--- config.mk ---
export PLATFORM = sky130hd
export DESIGN_NAME = score_render_ctrl_flat
export DESIGN_NICKNAME = d
export VERILOG_FILES = /design/src/rtl/score_disp_pkg.sv /design/src/rtl/score_render_ctrl_if.sv /design/src/rtl/render_scan_counter.sv /design/src/rtl/score_render_ctrl.sv /design/src/flat_wrapper.sv
export SDC_FILE = /design/constraint.sdc
export NUM_CORES = 1
export LEC_CHECK = 0
export CORE_MARGIN = 2
export CORE_UTILIZATION = 58
export CTS_CLUSTER_SIZE = 8
export DETAILED_ROUTE_END_ITERATION = 6
export PLACE_DENSITY = 0.9
export SYNTH_ARGS = -nofsm -noshare
export SYNTH_HDL_FRONTEND = slang
export SYNTH_SLANG_ARGS = --single-unit
--- constraint.sdc ---
create_clock -name clk -period 8.9 [get_ports clk]
set_clock_uncertainty 0.15 [all_clocks]
set_input_delay 1.78 -clock clk [delete_from_list [all_inputs] [get_ports clk]]
set_output_delay 1.78 -clock clk [all_outputs]
set_load 0.05 [all_outputs]
--- src/rtl/score_disp_pkg.sv ---
// Shared constants for the score glyph renderer: pixel port widths, glyph geometry,
// FSM state encoding and the glyph bit addressing helper.
package score_disp_pkg;

  localparam int X_W      = 8;
  localparam int Y_W      = 7;
  localparam int COLOUR_W = 3;

  localparam int GLYPH_W    = 3;
  localparam int GLYPH_H    = 5;
  localparam int GLYPH_BITS = 15;

  localparam logic [GLYPH_BITS-1:0] ZERO_GLYPH = 15'b111101101101111;

  localparam logic [2:0] ST_IDLE   = 3'd0;
  localparam logic [2:0] ST_SETTLE = 3'd1;
  localparam logic [2:0] ST_SNAP   = 3'd2;
  localparam logic [2:0] ST_DRAW   = 3'd3;
  localparam logic [2:0] ST_FIN    = 3'd4;

  // Glyph bit for row r (top-down), column c (left-right).
  function automatic logic [3:0] glyph_index(input logic [2:0] r, input logic [1:0] c);
    return ({1'b0, r} * 4'd3) + {2'b00, c};
  endfunction

endpackage

--- src/rtl/score_render_ctrl_if.sv ---
// Pixel plot port between the score renderer (master) and the VGA adapter (slave).
interface score_render_ctrl_if;
  import score_disp_pkg::*;

  logic                plot;
  logic                plot_ready;
  logic [X_W-1:0]      x;
  logic [Y_W-1:0]      y;
  logic [COLOUR_W-1:0] colour;

  modport master (output plot, output x, output y, output colour, input plot_ready);
  modport slave  (input plot, input x, input y, input colour, output plot_ready);

endinterface

--- src/rtl/render_scan_counter.sv ---
// Nested digit/row/col pixel counter (col fastest). Exposes the current position and
// the position it would move to on the next advance.
module render_scan_counter
  import score_disp_pkg::*;
(
  input  logic       clk,
  input  logic       resetn,
  input  logic       clr_i,
  input  logic       adv_i,
  output logic       d_o,
  output logic [2:0] r_o,
  output logic [1:0] c_o,
  output logic [3:0] idx_o,
  output logic       last_o,
  output logic       d_nxt_o,
  output logic [2:0] r_nxt_o,
  output logic [1:0] c_nxt_o,
  output logic [3:0] idx_nxt_o
);

  logic       d_q, d_d;
  logic [2:0] r_q, r_d;
  logic [1:0] c_q, c_d;

  // Successor position in digit/row/col scan order.
  always_comb begin
    d_d = d_q;
    r_d = r_q;
    c_d = c_q;
    if (c_q == 2'(GLYPH_W - 1)) begin
      c_d = 2'd0;
      if (r_q == 3'(GLYPH_H - 1)) begin
        r_d = 3'd0;
        d_d = ~d_q;
      end else begin
        r_d = r_q + 3'd1;
      end
    end else begin
      c_d = c_q + 2'd1;
    end
  end

  // Position register: cleared before each scan, stepped only on advance.
  always_ff @(posedge clk or negedge resetn) begin
    if (!resetn) begin
      d_q <= 1'b0;
      r_q <= 3'd0;
      c_q <= 2'd0;
    end else if (clr_i) begin
      d_q <= 1'b0;
      r_q <= 3'd0;
      c_q <= 2'd0;
    end else if (adv_i) begin
      d_q <= d_d;
      r_q <= r_d;
      c_q <= c_d;
    end
  end

  assign d_o       = d_q;
  assign r_o       = r_q;
  assign c_o       = c_q;
  assign idx_o     = glyph_index(r_q, c_q);
  assign last_o    = d_q && (r_q == 3'(GLYPH_H - 1)) && (c_q == 2'(GLYPH_W - 1));
  assign d_nxt_o   = d_d;
  assign r_nxt_o   = r_d;
  assign c_nxt_o   = c_d;
  assign idx_nxt_o = glyph_index(r_d, c_d);

endmodule

--- src/rtl/score_render_ctrl.sv ---
// Turns a two-digit score glyph map into 30 handshaked pixel plots for the VGA adapter.
// Optional feature macro: SCORE_BLANK_LEAD_ZERO_EN (tens digit "0" drawn in background colour).
module score_render_ctrl
  import score_disp_pkg::*;
#(
  parameter logic [X_W-1:0]      X0            = 8'd4,
  parameter logic [Y_W-1:0]      Y0            = 7'd2,
  parameter logic [X_W-1:0]      DIGIT_PITCH   = 8'd4,
  parameter int                  SETTLE_CYCLES = 4,
  parameter logic [COLOUR_W-1:0] FG_COLOUR     = 3'b111,
  parameter logic [COLOUR_W-1:0] BG_COLOUR     = 3'b000
) (
  input  logic                       clk,
  input  logic                       resetn,
  input  logic [6:0]                 score,
  input  logic [2*GLYPH_BITS-1:0]    map,
  input  logic                       start,
  score_render_ctrl_if.master        pif,
  output logic                       busy,
  output logic                       done
);

  logic [2:0]                  state_q, state_d;
  logic [7:0]                  settle_q, settle_d;
  logic                        pending_q, pending_d;
  logic [2*GLYPH_BITS-1:0]     snap_q, snap_d;
  logic [6:0]                  last_score_q, last_score_d;
  logic                        plot_q, plot_d;
  logic [X_W-1:0]              x_q, x_d;
  logic [Y_W-1:0]              y_q, y_d;
  logic [COLOUR_W-1:0]         colour_q, colour_d;
  logic                        busy_q, busy_d;
  logic                        done_q, done_d;

  logic       trigger_s, clr_s, adv_s;
  logic       d_s, d_nxt_s, last_s;
  logic [2:0] r_s, r_nxt_s;
  logic [1:0] c_s, c_nxt_s;
  logic [3:0] idx_s, idx_nxt_s;

  render_scan_counter u_scan (
    .clk       (clk),
    .resetn    (resetn),
    .clr_i     (clr_s),
    .adv_i     (adv_s),
    .d_o       (d_s),
    .r_o       (r_s),
    .c_o       (c_s),
    .idx_o     (idx_s),
    .last_o    (last_s),
    .d_nxt_o   (d_nxt_s),
    .r_nxt_o   (r_nxt_s),
    .c_nxt_o   (c_nxt_s),
    .idx_nxt_o (idx_nxt_s)
  );

  function automatic logic [COLOUR_W-1:0] pix_colour(input logic [2*GLYPH_BITS-1:0] snap,
                                                     input logic d, input logic [3:0] idx);
    logic [GLYPH_BITS-1:0] glyph;
    glyph = d ? snap[GLYPH_BITS-1:0] : snap[2*GLYPH_BITS-1:GLYPH_BITS];
`ifdef SCORE_BLANK_LEAD_ZERO_EN
    if (!d && (glyph == ZERO_GLYPH)) begin
      return BG_COLOUR;
    end else begin
      return glyph[idx] ? FG_COLOUR : BG_COLOUR;
    end
`else
    return glyph[idx] ? FG_COLOUR : BG_COLOUR;
`endif
  endfunction

  function automatic logic [X_W-1:0] pix_x(input logic d, input logic [1:0] c);
    return X0 + (d ? DIGIT_PITCH : 8'd0) + {6'd0, c};
  endfunction

  // Next state, trigger/pending bookkeeping and the plot output pipeline.
  always_comb begin
    trigger_s    = start || (score != last_score_q);
    state_d      = state_q;
    settle_d     = settle_q;
    pending_d    = pending_q;
    snap_d       = snap_q;
    last_score_d = trigger_s ? score : last_score_q;
    plot_d       = plot_q;
    x_d          = x_q;
    y_d          = y_q;
    colour_d     = colour_q;
    clr_s        = 1'b0;
    adv_s        = 1'b0;

    if (trigger_s && (state_q != ST_IDLE)) begin
      pending_d = 1'b1;
    end else begin
      pending_d = pending_q;
    end

    case (state_q)
      ST_IDLE: begin
        if (trigger_s) begin
          state_d  = ST_SETTLE;
          settle_d = 8'd0;
        end else begin
          state_d = ST_IDLE;
        end
      end
      ST_SETTLE: begin
        if (settle_q == 8'(SETTLE_CYCLES - 1)) begin
          state_d = ST_SNAP;
        end else begin
          settle_d = settle_q + 8'd1;
        end
      end
      ST_SNAP: begin
        snap_d  = map;
        clr_s   = 1'b1;
        state_d = ST_DRAW;
      end
      ST_DRAW: begin
        // Outputs always show the pixel the counter points at; on acceptance they
        // are reloaded with the successor so a ready adapter gets one pixel per cycle.
        if (!plot_q) begin
          plot_d   = 1'b1;
          x_d      = pix_x(d_s, c_s);
          y_d      = Y0 + {4'd0, r_s};
          colour_d = pix_colour(snap_q, d_s, idx_s);
        end else if (pif.plot_ready) begin
          if (last_s) begin
            plot_d  = 1'b0;
            state_d = ST_FIN;
          end else begin
            adv_s    = 1'b1;
            x_d      = pix_x(d_nxt_s, c_nxt_s);
            y_d      = Y0 + {4'd0, r_nxt_s};
            colour_d = pix_colour(snap_q, d_nxt_s, idx_nxt_s);
          end
        end else begin
          plot_d = plot_q;
        end
      end
      ST_FIN: begin
        pending_d = 1'b0;
        if (pending_q || trigger_s) begin
          state_d  = ST_SETTLE;
          settle_d = 8'd0;
        end else begin
          state_d = ST_IDLE;
        end
      end
      default: begin
        state_d = ST_IDLE;
        plot_d  = 1'b0;
      end
    endcase

    busy_d = (state_d != ST_IDLE);
    done_d = (state_d == ST_FIN);
  end

  // State and registered outputs.
  always_ff @(posedge clk or negedge resetn) begin
    if (!resetn) begin
      state_q      <= ST_IDLE;
      settle_q     <= 8'd0;
      pending_q    <= 1'b0;
      snap_q       <= '0;
      last_score_q <= 7'd0;
      plot_q       <= 1'b0;
      x_q          <= '0;
      y_q          <= '0;
      colour_q     <= '0;
      busy_q       <= 1'b0;
      done_q       <= 1'b0;
    end else begin
      state_q      <= state_d;
      settle_q     <= settle_d;
      pending_q    <= pending_d;
      snap_q       <= snap_d;
      last_score_q <= last_score_d;
      plot_q       <= plot_d;
      x_q          <= x_d;
      y_q          <= y_d;
      colour_q     <= colour_d;
      busy_q       <= busy_d;
      done_q       <= done_d;
    end
  end

  assign pif.plot   = plot_q;
  assign pif.x      = x_q;
  assign pif.y      = y_q;
  assign pif.colour = colour_q;
  assign busy       = busy_q;
  assign done       = done_q;

endmodule
--- src/flat_wrapper.sv ---
// flat-port wrapper written by rule: the top's interface ports become plain ports
module score_render_ctrl_flat import score_disp_pkg::*;
#(
  parameter logic [X_W-1:0]      X0            = 8'd4,
  parameter logic [Y_W-1:0]      Y0            = 7'd2,
  parameter logic [X_W-1:0]      DIGIT_PITCH   = 8'd4,
  parameter int                  SETTLE_CYCLES = 4,
  parameter logic [COLOUR_W-1:0] FG_COLOUR     = 3'b111,
  parameter logic [COLOUR_W-1:0] BG_COLOUR     = 3'b000
)
  (clk, resetn, score, map, start, busy, done, pif_plot, pif_x, pif_y, pif_colour, pif_plot_ready);
  score_render_ctrl_if pif_i ();
  input  logic clk;
  input  logic resetn;
  input  logic [6:0] score;
  input  logic [2*GLYPH_BITS-1:0] map;
  input  logic start;
  output logic busy;
  output logic done;
  output wire logic [$bits(pif_i.plot)-1:0] pif_plot;
  output wire logic [$bits(pif_i.x)-1:0] pif_x;
  output wire logic [$bits(pif_i.y)-1:0] pif_y;
  output wire logic [$bits(pif_i.colour)-1:0] pif_colour;
  input wire logic [$bits(pif_i.plot_ready)-1:0] pif_plot_ready;
  assign pif_plot = pif_i.plot;
  assign pif_x = pif_i.x;
  assign pif_y = pif_i.y;
  assign pif_colour = pif_i.colour;
  assign pif_i.plot_ready = pif_plot_ready;
  score_render_ctrl #(.X0(X0), .Y0(Y0), .DIGIT_PITCH(DIGIT_PITCH), .SETTLE_CYCLES(SETTLE_CYCLES), .FG_COLOUR(FG_COLOUR), .BG_COLOUR(BG_COLOUR)) u_core (.clk(clk), .resetn(resetn), .score(score), .map(map), .start(start), .pif(pif_i), .busy(busy), .done(done));
endmodule
Metal 1:
Scale bar: 20 um. Supply wires on this layer in gray.
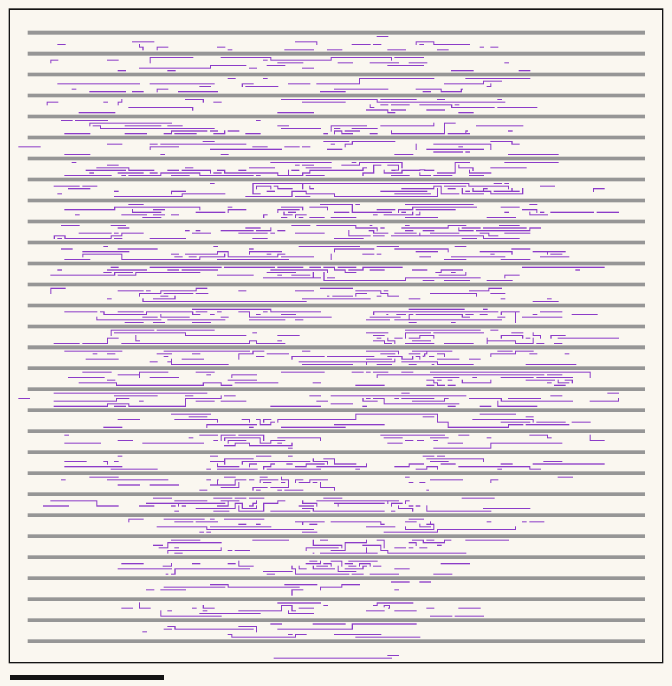
share of all routed wire = 41%
wire length on this layer = 3140 um
main direction = horizontal
nets with wire on the layer = 368
longest straight run = 28.0 um
total via count in the routed design: 2674
met1 Use GR: 0.309
Total Routed Length: 7.67 mm

Metal 2:
Cells faint in the background.
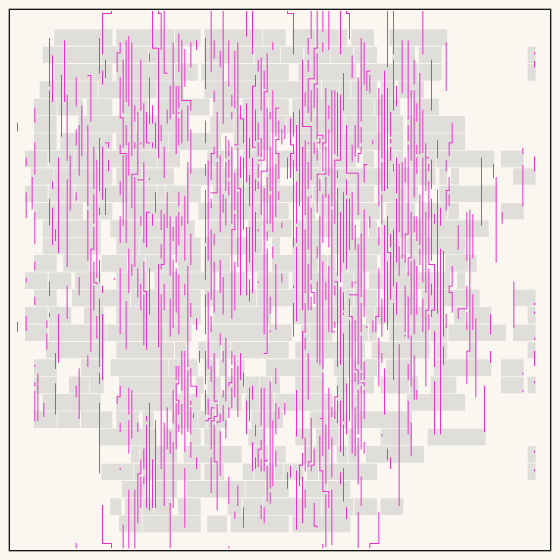
share of all routed wire = 51%
wire length on this layer = 3880 um
nets with wire on the layer = 381
main direction = vertical
met2 Track Usage GR: 0.380

==> impl_metrics.env <==
# source this file to load flow results
export IMPL_topRoutingLayerUsed="met4"
export IMPL_top_power_group="sequential cells"
export IMPL_globalplace_congestion=0.815
export IMPL_routed_wire_length_per_instance_um=17.0
export IMPL_timing_hold_worst_start="u_core.pif.x[2]"
export IMPL_cp_start_kind="flop"
export IMPL_lay_top_count="dfrtp_1"
export IMPL_ratio_of_cells_with_drive_above_1_in_the_final_layout=0.184
export IMPL_swShare=0.214
export IMPL_grt_overflow=0
export IMPL_synth_top_cell_by_area="dfrtp_1"
export IMPL_worstPathCellList="inv_1 -> ha_1 -> and2_1 -> nor2_1 -> a21oi_1 -> inv_1 -> fa_1 -> ha_1 -> inv_1 -> fa_1 -> mux2i_1 -> nor2_1 -> a311o_1 -> a31o_2 -> a31oi_1 -> o31ai_2"
export IMPL_biggest_combinational_cell_group_after_synthesis="multiplexers"
export IMPL_wl_met1_mm=3.14
export IMPL_hold_slack_ns=0.348
export IMPL_final_min_period_over_clock_period=0.503
export IMPL_muxShareOfSynthArea=0.221
export IMPL_layout_cells_most_common_list="dfrtp_1, clkdlybuf4s50_1, mux2_2"
export IMPL_nMultiInputCombCells=224
export IMPL_power_internal_uw=466
export IMPL_portion_of_total_power_attributed_to_the_clock_network=0.426
export IMPL_status="completed"
export IMPL_reg2reg_to="u_core.pif.colour[1]"
export IMPL_max_slew_worst_pin_slew_ns=1.05
export IMPL_nets=426
export IMPL_power_share_sequential=0.517
export IMPL_cts_hold_buffers_added=0
export IMPL_floorplan_die_width_um=84.5
export IMPL_max_vdd_ir_drop_mv=0.108
export IMPL_critical_path_top_cell_by_count="inv_1"
export IMPL_comb_power_uw=33.6
export IMPL_worst_slack_ns=4.42
export IMPL_gr_usage_all_layers=0.238
export IMPL_n_clock_buffer=13
export IMPL_critical_path_slowest_cell="fa_1"
export IMPL_synthesis_area_per_instance_um2=11.4
export IMPL_post_cts_resized=0
export IMPL_via_count_of_the_first_global_routing_pass=2772
-- metal layers --
layer	track usage	up-vias
met5	0	-
met4	0.111	0
met3	0.0551	16
met2	0.380	97
met1	0.309	1324
li1	-	1237
-- synth_stat cells (2+ instances only) --
cell / instances
nor2b_1: 4
o21a_1: 3
nand3b_1: 4
nor2_1: 32
fa_1: 4
nand3_1: 6
clkbuf_1: 14
buf_4: 9
a31o_2: 2
mux2_2: 36
mux4_2: 9
a21oi_1: 20
nor3_1: 2
buf_1: 5
a31oi_1: 5
xor2_1: 8
and3_1: 6
ha_1: 11
inv_1: 12
mux2i_1: 16
a21o_1: 2
a211oi_1: 5
nand2_1: 8
o21ai_0: 8
buf_2: 3
dfrtp_1: 67
nor4_1: 3
and2_1: 2
nand2b_1: 2
